### Metal 1

Supply wires on this layer in grey.
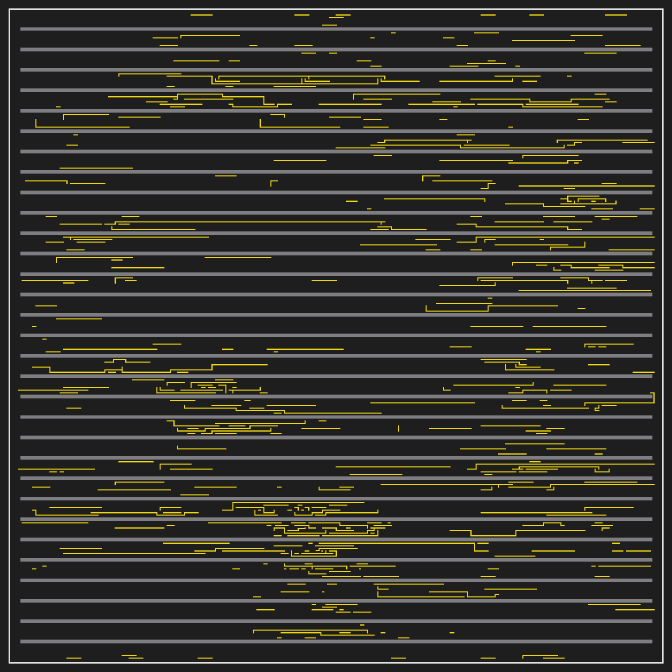
### Local utilization

The die is cut into 9 by 9 equal tiles; white is low, dark blue is high, 0 to 100% covered.
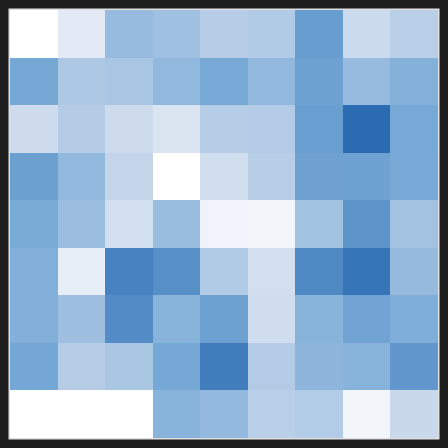
==> config.mk <==
export PLATFORM = sky130hd
export DESIGN_NAME = mult_issue_ctrl_flat
export DESIGN_NICKNAME = d
export VERILOG_FILES = /design/src/rtl/mult_issue_if.sv /design/src/rtl/mult_issue_ctrl.sv /design/src/flat_wrapper.sv
export SDC_FILE = /design/constraint.sdc
export NUM_CORES = 1
export LEC_CHECK = 0
export CORE_UTILIZATION = 33
export DETAILED_ROUTE_END_ITERATION = 16
export PLACE_DENSITY_LB_ADDON = 0.12
export SYNTH_ARGS = -nofsm -noshare
export SYNTH_HDL_FRONTEND = slang
export SYNTH_SLANG_ARGS = --single-unit
==> constraint.sdc <==
create_clock -name clk_i -period 4.05 [get_ports clk_i]
set_input_delay 1.0125 -clock clk_i [delete_from_list [all_inputs] [get_ports clk_i]]
set_output_delay 1.0125 -clock clk_i [all_outputs]
set_load 0.05 [all_outputs]
==> reports/results.ini <==
[pwr]
pg_clk_mw=0.328
p_int_mw=1.09
power_frac_seq=0.351
p_leak_nw=1.28

[setup_path]
regToRegSetupSlack_ps=1570
reg2reg_depth=6
cp_num_cells=5
worstPathArrival_ps=2510
max_stage_delay_ps=520
crit_buf_inv=3
crit_required_ps=3040
cpLargestDelayFamily=buffers and inverters

[cts]
cts_max_level=2
ctsResizeCount=0
clkLatencyLatePin_ps=290
clock_sinks=45
cts_tree=yes
clkTransAtPathRegs_ps=80

[synth]
synthDistinctLibCells=33
yosys_warnings=0
yosys_area_um2=2380
synthesis.nets=321
synth_area_um2=2380
yosys-stat-cells=207
yosysSeqAreaShare=0.474
synth_flops=45

[detailed_routing]
dr.pass1.iters=6
vias_per_cell=4.82
drc=0

[finish]
nFillCells=665
largest_register_ffs=32
lay_top_cells=85 x clkdlybuf4s50_1, 45 x dfrtp_1, 32 x a22o_1

[sta]
finalHoldViolCount=0
rsz0062_at_grt=no
fmax_mhz=284

[status]
status=complete, no violations

[floorplanning]
num_rows=30

[grt]
grt_use_total=0.132

[place]
hpwlAfterDp_mm=3.36

[worst_hold_path]
worstHoldPathType=reg2reg

-- 'Metal 1' (at the start) --
share of all routed wire	44%
nets with wire on the layer	235
longest straight run	35.9 um
wire length on this layer	2130 um
main direction	horizontal
total routed wirelength: 4.87 mm
Vias: 1566

-- 'Local utilization' (at the start) --
densest ninth of the die	right middle
mean over tiles	38%
nearly empty tiles	6.2%
Core Footprint: 6870 um2
Layout Utilization: 0.429

## synth_stat cells (all sizes together)
cell	number	area share
xor2	2	0.0074
or2	2	0.0053
dfrtp	45	0.47
o221a	1	0.0047
a211o	2	0.0074
buf	73	0.23
nand2	3	0.0047
or2b	1	0.0032
clkbuf	3	0.0047
or3b	1	0.0037
a2111oi	1	0.012
o21ai	4	0.013
nand3b	1	0.0032
inv	6	0.0095
o211ai	2	0.0063
a22o	32	0.12
nand3	4	0.0084
a211oi	2	0.0084
nor3	2	0.0042
o2111a	1	0.0047
and3	1	0.0026
ha	4	0.021
nor2	3	0.0047
a21oi	3	0.0063
mux2	5	0.024
nand2b	1	0.0026
nand4	1	0.0026
nor2b	1	0.0026
## per-layer routing
layer  share of wire  vias up  wire length [um]  global-route usage
li1                -      694                 -                   -
met1            0.44      752              2130               0.169
met2            0.43      104              2090               0.187
met3            0.11       16               525              0.0559
met4           0.025        0               121              0.0712
met5               0        -                 0                   0
## final cells by class
cell class                      instances  share of cell area
Tap cell                               96              0.0408
Clock inverter                          2              0.0119
Multi-Input combinational cell         80               0.226
Timing Repair Buffer                   91               0.308
Clock buffer                            5              0.0234
Inverter                                6             0.00765
Sequential cell                        45               0.382
## through the flow
stage          hold WS (ps)  cells  cell area, um2  power (mW)  utilization
3_5_place_dp            491    318            2840        1.58        0.414
4_1_cts                 516    325            2950        1.92        0.429
2_1_floorplan           527    207            2380        1.43            -
6_report                509    325            2950        1.89        0.429
5_1_grt                 521    325            2950        1.99        0.429
3_3_place_gp            487    318            2840        1.57        0.414
## worst reg2reg max path, cell delays in order (launching register included)
cell and delay (ps):
dfrtp_1 440, inv_1 120, ha_1 140, or3b_1 350
a211o_1 400, o21ai_4 700, a22o_1 280
Power figures rest on the tool's default switching activity, not on a simulated workload.
